**src/rtl/wolfram_ca_engine.sv**
```systemverilog
// One-dimensional elementary cellular automaton engine.
// Runs a programmable number of generations of an 8-bit Wolfram rule.
module wolfram_ca_engine #(
    parameter int         N_CELLS      = 16,
    parameter int         CNT_W        = 16,
    parameter logic [7:0] DEFAULT_RULE = 8'hB5
) (
    input  logic               clk,
    input  logic               rst,
    input  logic [7:0]         rule_in,
    input  logic               rule_we,
    input  logic               wrap_mode,
    input  logic               load_valid,
    input  logic [N_CELLS-1:0] load_data,
    output logic               load_ready,
    input  logic               start,
    input  logic [CNT_W-1:0]   run_count,
    input  logic               step_en,
    output logic               busy,
    output logic               done,
    output logic [N_CELLS-1:0] cells,
    output logic [CNT_W-1:0]   gen_count
);

    typedef enum logic {
        S_IDLE = 1'b0,
        S_RUN  = 1'b1
    } state_t;

    state_t             state_q, state_d;
    logic [N_CELLS-1:0] cells_q, cells_d;
    logic [CNT_W-1:0]   gen_q, gen_d;
    logic [CNT_W-1:0]   rem_q, rem_d;
    logic [7:0]         rule_q, rule_d;
    logic               done_q, done_d;

    logic [N_CELLS+1:0] ext;
    logic [N_CELLS-1:0] next_gen;
    logic               left_edge;
    logic               right_edge;

    // Boundary neighbours wrap around or read as zero.
    assign left_edge  = wrap_mode & cells_q[0];
    assign right_edge = wrap_mode & cells_q[N_CELLS-1];
    assign ext        = {left_edge, cells_q, right_edge};

    always_comb begin
        next_gen = '0;
        for (int i = 0; i < N_CELLS; i++) begin
            next_gen[i] = rule_q[3'd7 - {ext[i+2], ext[i+1], ext[i]}];
        end
    end

    always_comb begin
        state_d = state_q;
        cells_d = cells_q;
        gen_d   = gen_q;
        rem_d   = rem_q;
        rule_d  = rule_q;
        done_d  = 1'b0;
        case (state_q)
            S_IDLE: begin
                if (rule_we) begin
                    rule_d = rule_in;
                end
                if (load_valid) begin
                    cells_d = load_data;
                    gen_d   = '0;
                end else if (start) begin
                    if (run_count != '0) begin
                        rem_d   = run_count;
                        state_d = S_RUN;
                    end else begin
                        done_d = 1'b1;
                    end
                end
            end
            S_RUN: begin
                if (step_en) begin
                    cells_d = next_gen;
                    rem_d   = rem_q - CNT_W'(1);
                    if (gen_q != '1) begin
                        gen_d = gen_q + CNT_W'(1);
                    end
                    if (rem_q <= CNT_W'(1)) begin
                        state_d = S_IDLE;
                        done_d  = 1'b1;
                    end
                end
            end
            default: begin
                state_d = S_IDLE;
            end
        endcase
    end

    always_ff @(posedge clk) begin
        if (rst) begin
            state_q <= S_IDLE;
            cells_q <= '0;
            gen_q   <= '0;
            rem_q   <= '0;
            rule_q  <= DEFAULT_RULE;
            done_q  <= 1'b0;
        end else begin
            state_q <= state_d;
            cells_q <= cells_d;
            gen_q   <= gen_d;
            rem_q   <= rem_d;
            rule_q  <= rule_d;
            done_q  <= done_d;
        end
    end

    assign busy       = (state_q == S_RUN);
    assign load_ready = ~busy;
    assign done       = done_q;
    assign cells      = cells_q;
    assign gen_count  = gen_q;

endmodule

```
**config.mk**
```make
export PLATFORM = sky130hd
export DESIGN_NAME = wolfram_ca_engine
export DESIGN_NICKNAME = d
export VERILOG_FILES = /design/src/rtl/wolfram_ca_engine.sv
export SDC_FILE = /design/constraint.sdc
export NUM_CORES = 1
export LEC_CHECK = 0
export ABC_AREA = 1
export CELL_PAD_IN_SITES_DETAIL_PLACEMENT = 1
export CELL_PAD_IN_SITES_GLOBAL_PLACEMENT = 2
export CORE_MARGIN = 5
export CORE_UTILIZATION = 27
export DETAILED_ROUTE_END_ITERATION = 8
export HOLD_SLACK_MARGIN = 0.05
export PLACE_DENSITY = 0.85
export RECOVER_POWER = 50
export SETUP_SLACK_MARGIN = 0.2
export SLEW_MARGIN = 25
export SYNTH_ARGS = -nofsm -noshare
export SYNTH_HDL_FRONTEND = slang
export SYNTH_SLANG_ARGS = --single-unit
```
**constraint.sdc**
```tcl
create_clock -name clk -period 2.1 [get_ports clk]
set_input_delay 0.42 -clock clk [delete_from_list [all_inputs] [get_ports clk]]
set_output_delay 0.42 -clock clk [all_outputs]
set_load 0.01 [all_outputs]
```
Figure 1. Routed metal, one colour a layer (run 1).
Bar = 50 µm.
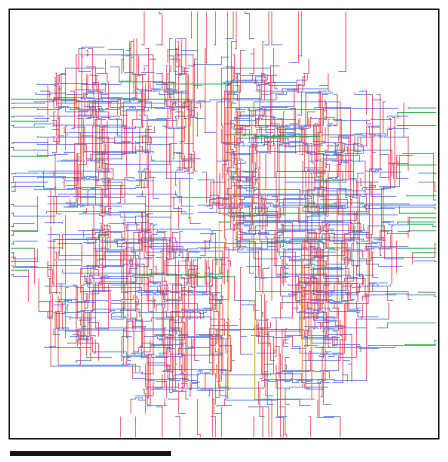
layer	colour	wire length
metal 4	orange	341 µm
metal 2	red	7880 µm
metal 1	blue	7260 µm
metal 3	green	623 µm

Figure 2. Signal wires on met4 (run 1).
Bar = 50 µm.
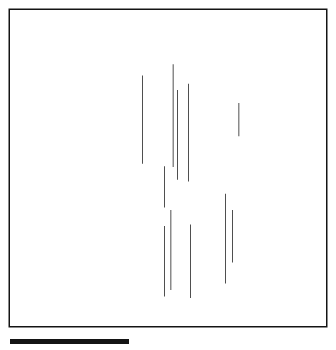
share of all routed wire	2.1%
wire length on this layer	341 µm
nets with wire on the layer	8
longest straight run	42.8 µm
main direction	vertical

==> flow_summary.ini, run 1 <==
; generated from flow reports
[outcome]
run_status = finished clean

[power_and_ir_drop]
pwr-share-clk_pct = 39.9
p_sw_uw = 1312

[yosys]
syn_area_um2 = 4068
syn-instance-count = 669
yosys_area_um2 = 4068
avgSynthCellArea_um2 = 6.080
async_flop_share_pct = 0
top_cell_area_share_pct = 28.55

[global_route]
grt-ovfl-total = 0
gr-usage-all-layers_pct = 18.31

[worst_setup_path]
cp.required_ns = 1.68
arrival_ns = 1.47
cp_max_fo = 9
crit_buf_inv = 2
path_class = reg2out
reg2reg_depth = 9

[cells_and_area]
inv_count = 69
final_cells = 951
sh_seq_area_pct = 21.08
nonClkBufAreaFrac_pct = 18.92
final_nets = 812
clock_buffers = 12
fill_cells = 1910
clk_share_pct = 5.695
layout-drive-gt1-share_pct = 8.735

[die]
io_pins = 82
die_w_um = 132.7

[clocking]
cts_buffers = 9
cts_hold_buf = 0

[route]
drc = 0
wl_mm = 16.10

[worst_hold_path]
min_path_type = reg2reg
worstHoldStart = rem_q[7]
hold_depth = 2

[sta]
finClkSkew_ns = 0.009233
post-route-min-period_ns = 1.892

[placed_design]
dp_cells = 935
Figure 3. Placed standard cells (run 1).
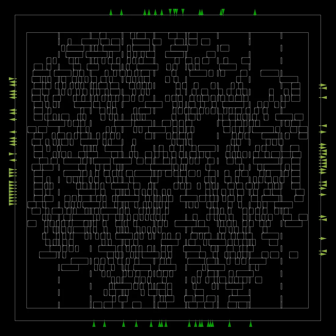
seq_cells: 58
# rows: 44

Figure 4. Logic cells by family (run 1).
Bar = 50 µm.
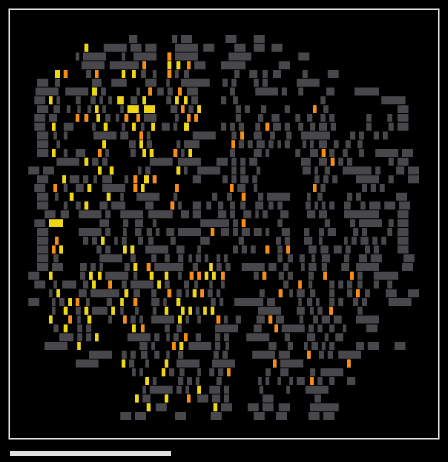
family	colour	cells
nor cells	yellow	86
inv cells	orange	69

==> run 1: metal layers <==
layer / wire length, µm / vias up / track usage (%)
met5: 0 / - / 0
met4: 340 / 0 / 6.813
met3: 622 / 25 / 4.442
met2: 7882 / 101 / 32.25
met1: 7255 / 2381 / 21.50
li1: - / 2467 / -
==> run 1: power by group through the flow <==
stage	registers [µW]	clock network, µW	logic, µW
6_report	1290	1570	1080
5_1_grt	1300	1650	1210
4_1_cts	1290	1610	1100
3_5_place_dp	1310	0	1090
3_3_place_gp	1310	0	1060
2_1_floorplan	1300	0	638
==> run 1: per-stage QoR <==
step | cell area (µm²) | power [µW]
3_5_place_dp | 5216 | 2400
3_3_place_gp | 5216 | 2364
6_report | 5537 | 3946
5_1_grt | 5537 | 4169
2_1_floorplan | 4068 | 1935
4_1_cts | 5535 | 4001
## Run 2: what changed since run 1
--- a/config.mk
+++ b/config.mk
@@ -8,7 +8,7 @@
 export ABC_AREA = 1
 export CELL_PAD_IN_SITES_DETAIL_PLACEMENT = 1
 export CELL_PAD_IN_SITES_GLOBAL_PLACEMENT = 2
-export CORE_MARGIN = 5
+export CORE_MARGIN = 2
 export CORE_UTILIZATION = 27
 export DETAILED_ROUTE_END_ITERATION = 8
 export HOLD_SLACK_MARGIN = 0.05
==> flow_summary.ini, run 2 <==
; generated from flow reports
[outcome]
run_status = finished clean

[cells_and_area]
final_util_pct = 37.71
final_nets = 808
stdcell_area_um2 = 5523
layout-drive-gt1-share_pct = 8.781

[yosys]
syn-instance-count = 669
yosys_area_um2 = 4068
avgSynthCellArea_um2 = 6.080
synth_flops = 58
top_cell_area_share_pct = 28.55
async_flop_share_pct = 0
synthTopLogicFamily = simple AND/OR/NAND/NOR gates
syn_area_um2 = 4068
yosys-top-cells-count = 114 x nand2_1, 98 x o21ai_0, 78 x nand3_1, 78 x nor2_1, 64 x a21oi_1
yosys.area_share.adder_pct = 0.9228

[power_and_ir_drop]
vdd_drop_max_v = 0.0003631
pwr-share-clk_pct = 40.6
powerClk_uw = 1620
pg_comb_uw = 1080
p_sw_uw = 1309
top_power_group = clock
finalPower_uw = 3991
switching_share_pct = 32.80
p_leak_uw = 0.002138
p_seq_uw = 1290

[worst_setup_path]
cp.required_ns = 2.32
reg2reg_depth = 9
start_kind = input pin
arrival_ns = 2.07
cp_max_fo = 18
critPathTopFamily = buffers and inverters
path_class = in2reg
crit_buf_inv = 3

[global_route]
met1_usage_pct = 24.55
met2_usage_pct = 35.42
grt-ovfl-total = 0
grt-busiest-layer = met2
grtUsageMet3_pct = 4.260
antenna_found_initial = 0
grt_max_degree = 26
gr-usage-all-layers_pct = 20.10

[route]
wl_met2_mm = 7.696
wl_met1_mm = 7.024
wl_mm = 15.75
top_layer = met4
drc = 0
routedWlPerCell_um = 16.63
dr_wl_met3_um = 714
antenna_left = 0

[worst_hold_path]
worstHoldStart = rem_q[15]
hold_depth = 2
min_path_type = reg2reg

[die]
dieArea_um2 = 16060
initial_core_util_pct = 27.78
die_w_um = 126.7
row_count = 44
io_pins = 82

[clocking]
cts_buffers = 9
clock_sinks = 58
cts_hold_buf = 0
cts_setup_buffers = 0

[placed_design]
hpwl_mm = 11.45
pre_cts_ws_ns = 0.004738
dpl_cell_area_um2 = 5186
dp_cells = 931

[sta]
relSlewSlack_pct = 53.59
whs_ns = 0.4989
finClkSkew_ns = 0.007403
slew_violations = 0
tightest_slew_ns = 0.6961
post-route-min-period_ns = 1.843
==> run 2: timing repair <==
action | in CTS | in global routing
cloned | 0 | 0
setup endpoints to repair | 4 | 26
resized | 4 | 9
==> run 2: layout make-up <==
| type | instances | area [µm²] | area share (%) |
|---|---|---|---|
| tap | 184 | 230.2 | 4.169 |
| inverter | 69 | 261.5 | 4.735 |
| sequential | 58 | 1172 | 21.23 |
| timing repair buffer | 109 | 1015 | 18.37 |
| clock buffer | 11 | 242.7 | 4.395 |
| multi-input combinational | 511 | 2524 | 45.70 |
| clock inverter | 5 | 77.57 | 1.405 |
Figure 5. Cells coloured by class (run 2).
Bar = 50 µm. Fill, decap, tap and diode cells in grey.
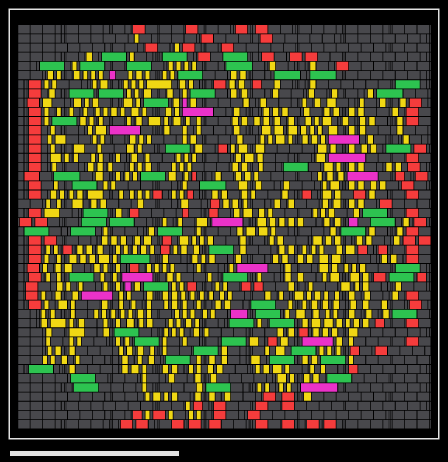
class	colour	cells	share of their area
clock drivers and dummy loads	magenta	16	6.1%
combinational and other logic	yellow	580	53%
sequential cells	green	58	22%
remaining buffers and delay cells	red	109	19%

Figure 6. Placed standard cells (run 2).
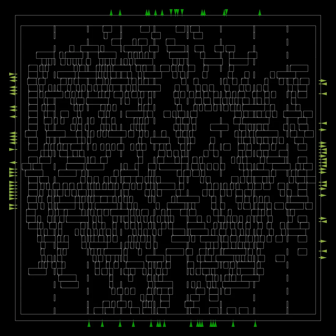
Post-Layout Cell Count: 947
FILL cells: 1915

Figure 7. Routed metal, one colour a layer (run 2).
Bar = 50 µm.
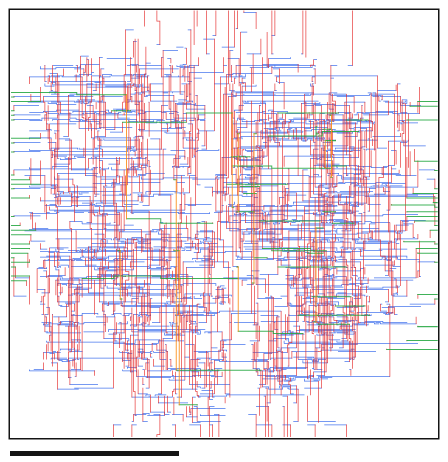
layer	colour	wire length
metal 2	red	7700 µm
metal 1	blue	7020 µm
metal 3	green	715 µm
metal 4	orange	316 µm

Power figures rest on the tool's default switching activity, not on a simulated workload.
